`config.mk`:
```
export PLATFORM = sky130hd
export DESIGN_NAME = tlp_tx_arb
export DESIGN_NICKNAME = d
export VERILOG_FILES = /design/src/rtl/tlp_xcvr_pkg.sv /design/src/rtl/tlp_rr_pick.sv /design/src/rtl/tlp_tx_arb.sv
export SDC_FILE = /design/constraint.sdc
export NUM_CORES = 1
export LEC_CHECK = 0
export CORE_AREA = 5 5 107 109
export DETAILED_ROUTE_END_ITERATION = 7
export DIE_AREA = 0 0 112 114
export GPL_TIMING_DRIVEN = 0
export PLACE_DENSITY = 0.76
export SLEW_MARGIN = 20
export SYNTH_ARGS = -nofsm -noshare
export SYNTH_HDL_FRONTEND = slang
export SYNTH_SLANG_ARGS = --single-unit
```
`constraint.sdc`:
```
create_clock -name pcieClk_in -period 4.25 [get_ports pcieClk_in]
set_clock_uncertainty 0.2 [all_clocks]
set_input_delay 0.425 -clock pcieClk_in [delete_from_list [all_inputs] [get_ports pcieClk_in]]
set_output_delay 0.425 -clock pcieClk_in [all_outputs]
set_load 0.02 [all_outputs]
```
`src/rtl/tlp_xcvr_pkg.sv`:
```
`default_nettype none
// ============================================================================
// Module   : tlp_xcvr_pkg
// Desc     : Shared types and constants for the PCIe TLP transmit path.
// Revision : 1.0 - initial release
// ============================================================================
package tlp_xcvr_pkg;

    localparam int MAX_TX_REQ = 4;

    typedef logic [1:0] ArbIdx;

    typedef enum logic [0:0] {
        S_ARB = 1'b0,
        S_OWN = 1'b1
    } TxArbState;

    function automatic ArbIdx rrIdx(input ArbIdx base, input int offset, input int n);
        return ArbIdx'((int'(base) + offset) % n);
    endfunction

endpackage
`default_nettype wire

```
`src/rtl/tlp_rr_pick.sv`:
```
`default_nettype none
// ============================================================================
// Module   : tlp_rr_pick
// Desc     : Combinational round-robin winner search from a pend mask.
// Revision : 1.0 - initial release
// ============================================================================
module tlp_rr_pick
    import tlp_xcvr_pkg::*;
#(
    parameter int NUM_REQ = 3
) (
    input  logic [NUM_REQ-1:0] i_pend,
    input  ArbIdx              i_lastGrant,
    output ArbIdx              o_winner,
    output logic               o_anyPend
);

    logic [MAX_TX_REQ-1:0] w_pendExt;

    assign w_pendExt = MAX_TX_REQ'(i_pend);
    assign o_anyPend = |i_pend;

    // Walk from the farthest offset to the nearest so the nearest pending source wins.
    always_comb begin
        o_winner = i_lastGrant;
        for (int i = NUM_REQ; i >= 1; i--) begin
            if (w_pendExt[rrIdx(i_lastGrant, i, NUM_REQ)]) begin
                o_winner = rrIdx(i_lastGrant, i, NUM_REQ);
            end
        end
    end

endmodule
`default_nettype wire

```
`src/rtl/tlp_tx_arb.sv`:
```
`default_nettype none
// ============================================================================
// Module   : tlp_tx_arb
// Desc     : Packet-granular round-robin arbiter for the shared PCIe TX channel.
//            Optional idle watchdog compiled in with TLP_TX_ARB_WDOG_EN.
// Revision : 1.0 - initial release
// ============================================================================
module tlp_tx_arb
    import tlp_xcvr_pkg::*;
#(
    parameter int NUM_REQ    = 3,
    parameter int WDOG_LIMIT = 255
) (
    input  logic                     pcieClk_in,
    input  logic                     pcieRstN_in,
    input  logic [NUM_REQ-1:0]       reqPend_in,
    input  logic [NUM_REQ-1:0][63:0] reqData_in,
    input  logic [NUM_REQ-1:0]       reqValid_in,
    input  logic [NUM_REQ-1:0]       reqSOP_in,
    input  logic [NUM_REQ-1:0]       reqEOP_in,
    output logic [NUM_REQ-1:0]       reqReady_out,
    output logic [63:0]              txData_out,
    output logic                     txValid_out,
    output logic                     txSOP_out,
    output logic                     txEOP_out,
    input  logic                     txReady_in,
    output logic [1:0]               grantId_out,
    output logic                     grantValid_out,
`ifdef TLP_TX_ARB_WDOG_EN
    output logic                     wdogTrip_out,
`endif
    output logic                     protoErr_out
);

    localparam logic [0:0] c_S_ARB = S_ARB;
    localparam logic [0:0] c_S_OWN = S_OWN;

    logic [0:0] r_state;
    ArbIdx      r_owner;
    ArbIdx      r_lastGrant;
    logic       r_firstBeat;
    logic       r_protoErr;

    ArbIdx      w_winner;
    logic       w_anyPend;
    logic       w_own;
    logic       w_xfer;
    logic       w_nonOwnerValid;

    logic [MAX_TX_REQ-1:0][63:0] w_dataExt;
    logic [MAX_TX_REQ-1:0]       w_validExt;
    logic [MAX_TX_REQ-1:0]       w_sopExt;
    logic [MAX_TX_REQ-1:0]       w_eopExt;
    logic [MAX_TX_REQ-1:0]       w_ownMask;

    // Pad the source bundle to the maximum width so owner indexing is always in range.
    for (genvar gi = 0; gi < MAX_TX_REQ; gi++) begin : g_ext
        if (gi < NUM_REQ) begin : g_src
            assign w_dataExt[gi]  = reqData_in[gi];
            assign w_validExt[gi] = reqValid_in[gi];
            assign w_sopExt[gi]   = reqSOP_in[gi];
            assign w_eopExt[gi]   = reqEOP_in[gi];
        end else begin : g_pad
            assign w_dataExt[gi]  = '0;
            assign w_validExt[gi] = 1'b0;
            assign w_sopExt[gi]   = 1'b0;
            assign w_eopExt[gi]   = 1'b0;
        end
    end

    tlp_rr_pick #(
        .NUM_REQ (NUM_REQ)
    ) u_rrPick (
        .i_pend      (reqPend_in),
        .i_lastGrant (r_lastGrant),
        .o_winner    (w_winner),
        .o_anyPend   (w_anyPend)
    );

    assign w_own           = (r_state == c_S_OWN);
    assign w_ownMask       = w_own ? (MAX_TX_REQ'(1) << r_owner) : '0;
    assign w_nonOwnerValid = |(w_validExt & ~w_ownMask);

    assign reqReady_out   = w_ownMask[NUM_REQ-1:0] & {NUM_REQ{txReady_in}};
    assign txData_out     = w_dataExt[r_owner];
    assign txValid_out    = w_own & w_validExt[r_owner];
    assign txSOP_out      = w_own & w_sopExt[r_owner];
    assign txEOP_out      = w_own & w_eopExt[r_owner];
    assign grantId_out    = w_own ? r_owner : 2'd0;
    assign grantValid_out = w_own;
    assign protoErr_out   = r_protoErr;
    assign w_xfer         = txValid_out & txReady_in;

`ifdef TLP_TX_ARB_WDOG_EN
    localparam logic [7:0] c_WDOG_TRIP = 8'(WDOG_LIMIT - 1);
    logic [7:0] r_wdog;
    logic       r_wdogTrip;
    assign wdogTrip_out = r_wdogTrip;
`endif

    always_ff @(posedge pcieClk_in) begin
        if (!pcieRstN_in) begin
            r_state     <= c_S_ARB;
            r_owner     <= '0;
            r_lastGrant <= ArbIdx'(NUM_REQ - 1);
            r_firstBeat <= 1'b1;
            r_protoErr  <= 1'b0;
`ifdef TLP_TX_ARB_WDOG_EN
            r_wdog      <= '0;
            r_wdogTrip  <= 1'b0;
`endif
        end else begin
            // Owner beats must carry SOP exactly on the first beat of the packet.
            if (w_nonOwnerValid || (w_xfer && (r_firstBeat != txSOP_out))) begin
                r_protoErr <= 1'b1;
            end
            case (r_state)
                c_S_ARB: begin
                    if (w_anyPend) begin
                        r_state     <= c_S_OWN;
                        r_owner     <= w_winner;
                        r_lastGrant <= w_winner;
                        r_firstBeat <= 1'b1;
                    end
                end
                default: begin
                    if (w_xfer) begin
                        r_firstBeat <= 1'b0;
                        if (txEOP_out) begin
                            r_state <= c_S_ARB;
                        end
                    end
                end
            endcase
`ifdef TLP_TX_ARB_WDOG_EN
            if (w_own && !w_xfer) begin
                if (r_wdog == c_WDOG_TRIP) begin
                    r_state    <= c_S_ARB;
                    r_wdogTrip <= 1'b1;
                    r_protoErr <= 1'b1;
                    r_wdog     <= '0;
                end else begin
                    r_wdog <= r_wdog + 8'd1;
                end
            end else begin
                r_wdog <= '0;
            end
`endif
        end
    end

endmodule
`default_nettype wire
```
**Run 1: PDN straps and rails**

Bar = 20 um. Pins as bars on the die edge.
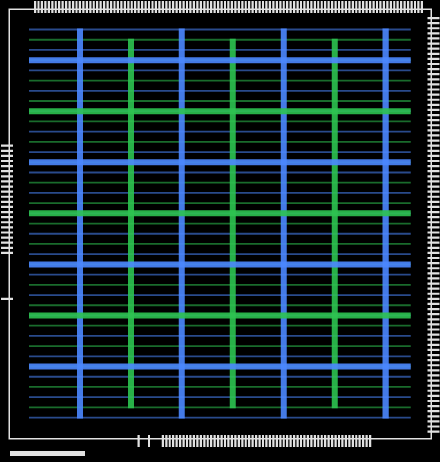
Key: VDD = green; VSS = blue
7 straps on met4. The core has 38 rows. 39 met1 rails follow the rows. 281 signal pins sit on the boundary. 7 straps on met5.
core area: 0.0105 mm2
maximum resistive drop on vdd: 224 uV
die span in y: 114 um
Die X: 112 um

**Run 1: nets reached from selected ports**

Bar = 20 um.
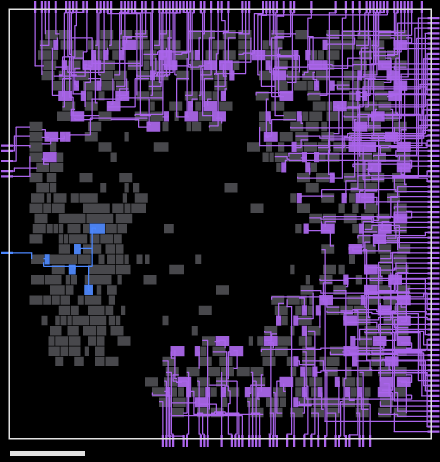
Key: pcieRstN_in = blue [direction input, end cells 5, buffers 1, wire 43.7 um]; reqData_in = purple [direction input, end cells 128, buffers 192, wire 5900 um]

==> flow_summary_export.csv, run 1 <==
group,metric,value,unit
power_and_ir_drop,pg_comb,2.06,mW
drt,vias,3419,
final_layout,regArea,120,um2
place,preCtsSetupSlack,1.29,ns
logic_synthesis,synth.area.mux_share,33.8,%
logic_synthesis,synth-main-ff-cell,"dfxtp_1",
critical_path,critPathArrivalTime,2.58,ns
logic_synthesis,adder_share,2.48,%
drt,first_pass_iters,4,
critical_path,r2r-end,"r_owner[0]",
final_timing,setup_viol,0,
clock_tree,clock_path_buffers,2,
critical_path,path_cells,"nor2b_1, buf_2, buf_1, nand2_1, o21ai_0, clkdlybuf4s50_1",
final_layout,fill_cells,1041,
min_path,hold_path_end,"protoErr_out",
clock_tree,postCtsSetupRepairBufs,0,
global_routing,grt_pass1_wl,20400,um
power_and_ir_drop,share_seq_of_total_power,4.1,%
logic_synthesis,synth-edff-count,0,
logic_synthesis,yosysUniqueCellTypes,47,
clock_tree,clock_sinks,6,
global_routing,grt_max_degree,11,
critical_path,critPathCaptureType,"output pin",
final_layout,syn_to_final_growth,149,%
logic_synthesis,synthArstFlopShare,0,%
logic_synthesis,syn_area,0.00202,mm2
place,dp.cells,726,
critical_path,cp-startpoint,"r_owner[0]",
global_routing,grt_pass1_vias,3405,
logic_synthesis,yosysTopAreaCell,"mux2i_1",
logic_synthesis,top_logic_kind,"multiplexers",
final_layout,layout.nets,802,
job,warning_count,29,
logic_synthesis,yosysCellCount,306,
critical_path,cpPeakStageDelay,0.63,ns
final_layout,fin_area,0.00504,mm2
min_path,min-delay-start,"protoErr_out",
drt,drt_wl_total,14300,um
power_and_ir_drop,pg_seq,0.0926,mW
final_layout,most-common-layout-cells,"280 x clkdlybuf4s50_1, 70 x nand2_1, 68 x o21ai_0",
clock_tree,post_cts_resized,0,
power_and_ir_drop,pwr-share-comb,92.1,%
logic_synthesis,simple_gate_share,22.5,%
clock_tree,htree_num_levels,1,
place,gp_congestion,0.956,
critical_path,cp-start-kind,"flip-flop",
power_and_ir_drop,switching_share,50.4,%
clock_tree,clock.latency.late_pin,0.22,ns
final_timing,fmax,312,MHz
logic_synthesis,synthCells,306,
logic_synthesis,synth.avg_cell_area,6.61,um2
critical_path,worstSetupPathType,"flip-flop to output pin",
run_status,status,"finished clean",
clock_tree,cts_root_buf,"clkbuf_8",
clock_tree,cts_tree,"yes",
logic_synthesis,ys_sh_aoi,28.1,%
logic_synthesis,synthesis.nets,517,
final_layout,drive_above_1_share,4.24,%
final_layout,logic_area,0.00176,mm2
critical_path,critPathRequiredTime,3.62,ns
final_timing,timing.final.max_slew_violations,0,
floorplanning,initCoreUtil,19.2,%
drt,antenna_left,0,
power_and_ir_drop,powerDensity,443,mW/mm2
final_layout,n_antenna_cell,0,
critical_path,crit_family,"buffers and inverters",
drt,via_per_inst,4.69,
clock_tree,hold_buffers,0,
power_and_ir_drop,leakagePower,1.84,nW
final_timing,tns,0,ns
clock_tree,clkTransAtPathRegs,0.04,ns
job,maxCapViolations,0,
critical_path,crit_fanout,10,
global_routing,overflow,0,
final_timing,period_minus_slack,3.21,ns
place,numPortBuffers,280,
power_and_ir_drop,p_clk,0.0836,mW
power_and_ir_drop,p_clk_share,3.7,%
global_routing,antenna_found_initial,0,
place,placed_area,0.00500,mm2
critical_path,reg2reg_from,"r_owner[0]",
floorplanning,die_area,0.0128,mm2
drt,drt_iter0_drc,157,
clock_tree,cts_made_buffers,3,
critical_path,cp_slowest_cell,"clkdlybuf4s50_1",
critical_path,reg2reg_depth,7,
power_and_ir_drop,p_int,1.11,mW
drt,drc,0,
final_timing,rsz0062_at_grt,"no",
logic_synthesis,ys_warn_count,0,
floorplanning,num_io_pins,281,
logic_synthesis,synthXorXnorAreaFrac,0,%
critical_path,r2r_setup_slack,1.72,ns
global_routing,track_usage,20.0,%
power_and_ir_drop,totalPowerFinal,2.23,mW
final_layout,layout.cells.non_filler,729,
logic_synthesis,synth_chip_area,0.00202,mm2
final_timing,setup_ws,1.04,ns
final_layout,lay_top_count,"clkdlybuf4s50_1",
logic_synthesis,yosysTopAreaCellShare,32.7,%
logic_synthesis,ys_seq_share,5.94,%
power_and_ir_drop,power.group.top,"combinational cells",
power_and_ir_drop,p_sw,1.13,mW
min_path,hold_depth,1,
**Run 1: placed cells, one color a class**

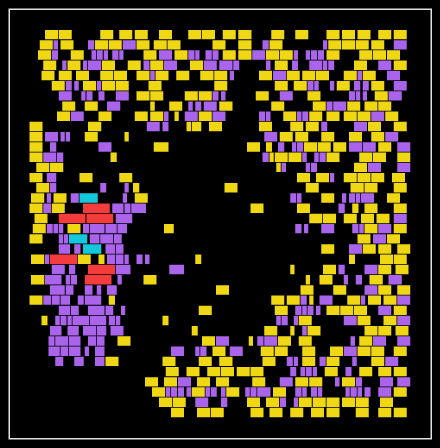
Key: flip-flops = red [cells 6, share of their area 2.5%]; other buffers and delay cells = yellow [cells 305, share of their area 60%]; cells driving clock nets = cyan [cells 3, share of their area 0.85%]; all other logic = purple [cells 275, share of their area 37%]
sequential cell area share: 2.38%
Post-Route Utilization: 48.0%

**Run 1: congestion heat map**

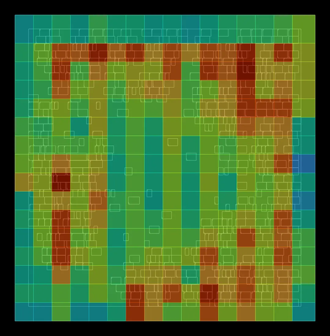
met2 usage: 37.7%
met1 Use GR: 23.3%
met3 usage: 5.31%
routed len/inst: 19.6 um
layer with the highest usage: met2

[run 1: final cells by class]
cell class	count	area share, %
Timing Repair Buffer	280	55.6
Multi-Input combinational cell	269	34.8
Tap cell	140	3.47
Buffer	25	2.43
Sequential cell	6	2.38
Clock buffer	3	0.819
Inverter	6	0.447
[run 1: synth_stat cells (2+ instances only)]
| cell type | number |
|---|---|
| nand2_1 | 70 |
| o21ai_0 | 68 |
| mux2i_1 | 66 |
| buf_2 | 10 |
| clkbuf_1 | 7 |
| dfxtp_1 | 6 |
| inv_1 | 6 |
| nor2_1 | 6 |
| nand2b_1 | 5 |
| nor2b_1 | 5 |
| nor3_1 | 5 |
| buf_1 | 4 |
| ha_1 | 4 |
| a21oi_1 | 2 |
| a221oi_1 | 2 |
| a22oi_1 | 2 |
| a31oi_1 | 2 |
| and2_1 | 2 |
| buf_4 | 2 |
| mux2_2 | 2 |
| nand3_1 | 2 |
| nor3b_1 | 2 |
| o21a_1 | 2 |
[run 1: worst max-delay path by stage]
| stage | cells after the start | slack (ns) | to |
|---|---|---|---|
| 3_5_place_dp | 6 | 1.29 | txData_out[47] |
| 6_report | 6 | 1.04 | txData_out[47] |
| 2_1_floorplan | 7 | 2.10 | r_owner[0] |
| 5_1_grt | 6 | 0.90 | txData_out[47] |
| 3_3_place_gp | 6 | 1.29 | txData_out[47] |
| 4_1_cts | 6 | 1.06 | txData_out[47] |
[run 1: state kept, by name (all words and copies together), names as in the netlist]
name,cells
r_firstBeat,1
r_lastGrant,1
protoErr_out,1
grantValid_out,1
r_owner,2
[run 1: metal layers]
metal	GRT usage, %	wire [um]	up-vias
met5	0	0	-
met4	2.48	187	0
met3	5.31	1240	14
met2	37.7	7410	165
met1	23.3	5490	1575
li1	-	-	1665
**Run 1: local utilization**

Bar = 20 um. The die is cut into 11 by 11 equal tiles; black is low, pale yellow is high, 0 to 100% covered.
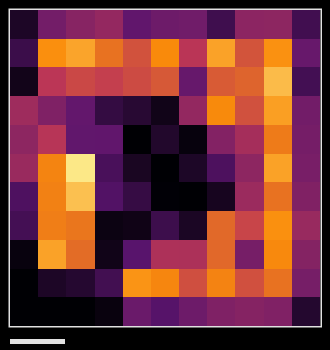

==> run 2, diff against run 1 <==
--- a/config.mk
+++ b/config.mk
@@ -5,11 +5,11 @@
 export SDC_FILE = /design/constraint.sdc
 export NUM_CORES = 1
 export LEC_CHECK = 0
-export CORE_AREA = 5 5 107 109
+export CORE_AREA = 5 5 105 107
 export DETAILED_ROUTE_END_ITERATION = 7
-export DIE_AREA = 0 0 112 114
+export DIE_AREA = 0 0 110 112
 export GPL_TIMING_DRIVEN = 0
-export PLACE_DENSITY = 0.76
+export PLACE_DENSITY = 0.78
 export SLEW_MARGIN = 20
 export SYNTH_ARGS = -nofsm -noshare
 export SYNTH_HDL_FRONTEND = slang
==> constraint.sdc (replaced) <==
create_clock -name pcieClk_in -period 3.3 [get_ports pcieClk_in]
set_clock_uncertainty 0.2 [all_clocks]
set_input_delay 0.33 -clock pcieClk_in [delete_from_list [all_inputs] [get_ports pcieClk_in]]
set_output_delay 0.33 -clock pcieClk_in [all_outputs]
set_load 0.02 [all_outputs]
**Run 2: local utilization**

Bar = 20 um. The die is cut into 11 by 11 equal tiles; black is low, pale yellow is high, 0 to 100% covered.
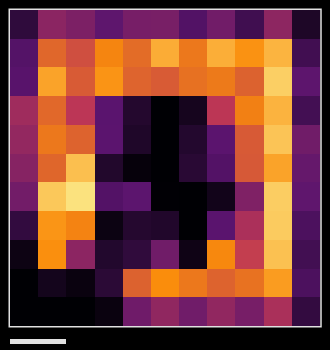
17% of the tiles are over 75% full. The fullest tile reaches 94%. The emptiest ninth of the die: middle. 9.1% of the tiles are nearly empty. The mean over all tiles is 40%.
Post-Route Utilization: 50.2%
core area: 0.0100 mm2
floorplan core density: 20.1%

==> run 2 against run 1 <==
  * Utilization grew 2.2 points
  * Sequential power grew 29%
  * Final cell count shrank 0.55%
  * Register-to-register slack lost 0.97 ns
  * Non-clock buffer count is the same
  * Die size shrank 3.5%
  * Sequential share of layout area is essentially flat
==> flow_summary_export.csv, run 2 <==
group,metric,value,unit
critical_path,crit_fanout,10,
drt,wl_per_cell,18.7,um
final_layout,n_antenna_cell,0,
drt,drt_iter0_drc,146,
logic_synthesis,ys_seq_share,5.94,%
final_timing,setup_ws,0.306,ns
power_and_ir_drop,max-vdd-ir-drop,324,uV
clock_tree,htree_num_levels,1,
final_timing,period_minus_slack,2.99,ns
final_layout,largest_reg_flops,2,
final_timing,timing.final.max_slew_violations,0,
global_routing,overflow,0,
final_layout,layout.nets,802,
final_layout,syn_to_final_growth,149,%
floorplanning,die_w,110,um
logic_synthesis,top_cell,"nand2_1",
critical_path,cp_slowest_cell,"clkdlybuf4s50_1",
min_path,min-delay-start,"protoErr_out",
critical_path,path_cells,"nor2b_1, buf_2, buf_1, nand2_1, o21ai_0, clkdlybuf4s50_1",
place,dp.cells,722,
final_timing,setup_viol,0,
clock_tree,postCtsSetupRepairBufs,0,
logic_synthesis,synth-main-ff-cell,"dfxtp_1",
final_timing,fmax,334,MHz
place,dp_hpwl,11500,um
drt,drc,0,
floorplanning,num_io_pins,281,
final_layout,most-common-layout-cells,"280 x clkdlybuf4s50_1, 70 x nand2_1, 68 x o21ai_0",
clock_tree,cts_tree,"yes",
drt,first_pass_iters,5,
logic_synthesis,syn_area,0.00202,mm2
logic_synthesis,synthArstFlopShare,0,%
global_routing,track_usage,20.0,%
floorplanning,fp.dieH,112,um
place,gp_congestion,0.902,
global_routing,grt_max_degree,11,
critical_path,reg2reg_from,"r_owner[0]",
final_timing,tns,0,ns
critical_path,critPathRequiredTime,2.77,ns
drt,antenna_left,0,
place,numPortBuffers,280,
clock_tree,clkTransAtPathRegs,0.04,ns
logic_synthesis,yosysCellCount,306,
logic_synthesis,synth-edff-count,0,
critical_path,worstSetupPathType,"flip-flop to output pin",
place,preCtsSetupSlack,0.446,ns
final_layout,drive_above_1_share,4.58,%
critical_path,cpPeakStageDelay,0.68,ns
critical_path,crit_family,"buffers and inverters",
power_and_ir_drop,totalPowerFinal,2.87,mW
logic_synthesis,synthTopCellsByCount,"70 x nand2_1, 68 x o21ai_0, 66 x mux2i_1",
floorplanning,die_area,0.0123,mm2
logic_synthesis,synth.avg_cell_area,6.61,um2
run_status,status,"finished clean",
clock_tree,cts_root_buf,"clkbuf_8",
logic_synthesis,yosysUniqueCellTypes,47,
critical_path,cp-startpoint,"r_owner[0]",
drt,drt_wl_total,13600,um
logic_synthesis,synthesis.nets,517,
logic_synthesis,synth_chip_area,0.00202,mm2
logic_synthesis,synthCells,306,
clock_tree,clock_path_buffers,2,
global_routing,antenna_found_initial,0,
logic_synthesis,yosysTopAreaCell,"mux2i_1",
critical_path,cp-start-kind,"flip-flop",
global_routing,grt_pass1_wl,19600,um
final_timing,rsz0062_at_grt,"no",
clock_tree,clock.latency.late_pin,0.22,ns
final_layout,layout.cells.non_filler,725,
logic_synthesis,top_cells_by_area,"mux2i_1 33%, o21ai_0 17%, nand2_1 13%",
place,placed_area,0.00499,mm2
final_layout,fill_cells,976,
logic_synthesis,yosysTopAreaCellShare,32.7,%
final_layout,regMostFlops,"r_owner",
final_layout,lay_top_count,"clkdlybuf4s50_1",
[run 2: cell count changes in the layout (fill, tap and decap cells not counted), sizes merged]
| cell | change |
|---|---|
| clkbuf | +1 |
| buf | -1 |
[run 2: what timing repair did]
action                                  CTS  global route
gates resized                             0             3
endpoints found under the setup margin    0             4
hold endpoints to repair                  0             0
hold buffers                              0             0
[run 2: cells by family after synthesis]
group / after synthesis / synth area share, %
compound gates: 95 / 28.1
fa+ha+maj: 4 / 2.48
buf+inv: 31 / 7.18
flops: 6 / 5.94
mux: 68 / 33.8
simple gates: 102 / 22.5
[run 2: layer usage]
layer | wire (um) | vias up | share of wire [%] | track usage, %
met1 | 5240 | 1562 | 39 | 22.6
li1 | - | 1668 | - | -
met4 | 375 | 0 | 2.8 | 5.40
met3 | 1330 | 26 | 9.8 | 6.38
met5 | 0 | - | 0 | 0
met2 | 6620 | 155 | 49 | 35.7
[run 2: where the power goes]
part	leakage (nW)	internal (mW)	switching (mW)
sequential	0.0499	0.0920	0.0265
clock	0.0216	0.0783	0.0308
combinational	1.77	1.26	1.38
total	1.85	1.43	1.44
[run 2: path summary, 6_finish.rpt]
| check | end | slack (ns) | cells after the start |
|---|---|---|---|
| hold reg to reg | protoErr_out | 0.34 | 1 |
| hold / removal | protoErr_out | 0.34 | 1 |
| setup / recovery | txData_out[21] | 0.31 | 6 |
| setup reg to reg | r_owner[0] | 0.75 | 7 |
[run 2: cell type report]
cell class                 instances  area [um2]  share of cell area [%]
timing repair buffer             280        2800                    55.6
multi-input combinational        269        1760                    34.9
tap                              136         170                    3.38
buffer                            25         125                    2.48
sequential                         6         120                    2.38
clock buffer                       3        41.3                   0.819
inverter                           6        22.5                   0.447
Power figures rest on the tool's default switching activity, not on a simulated workload.
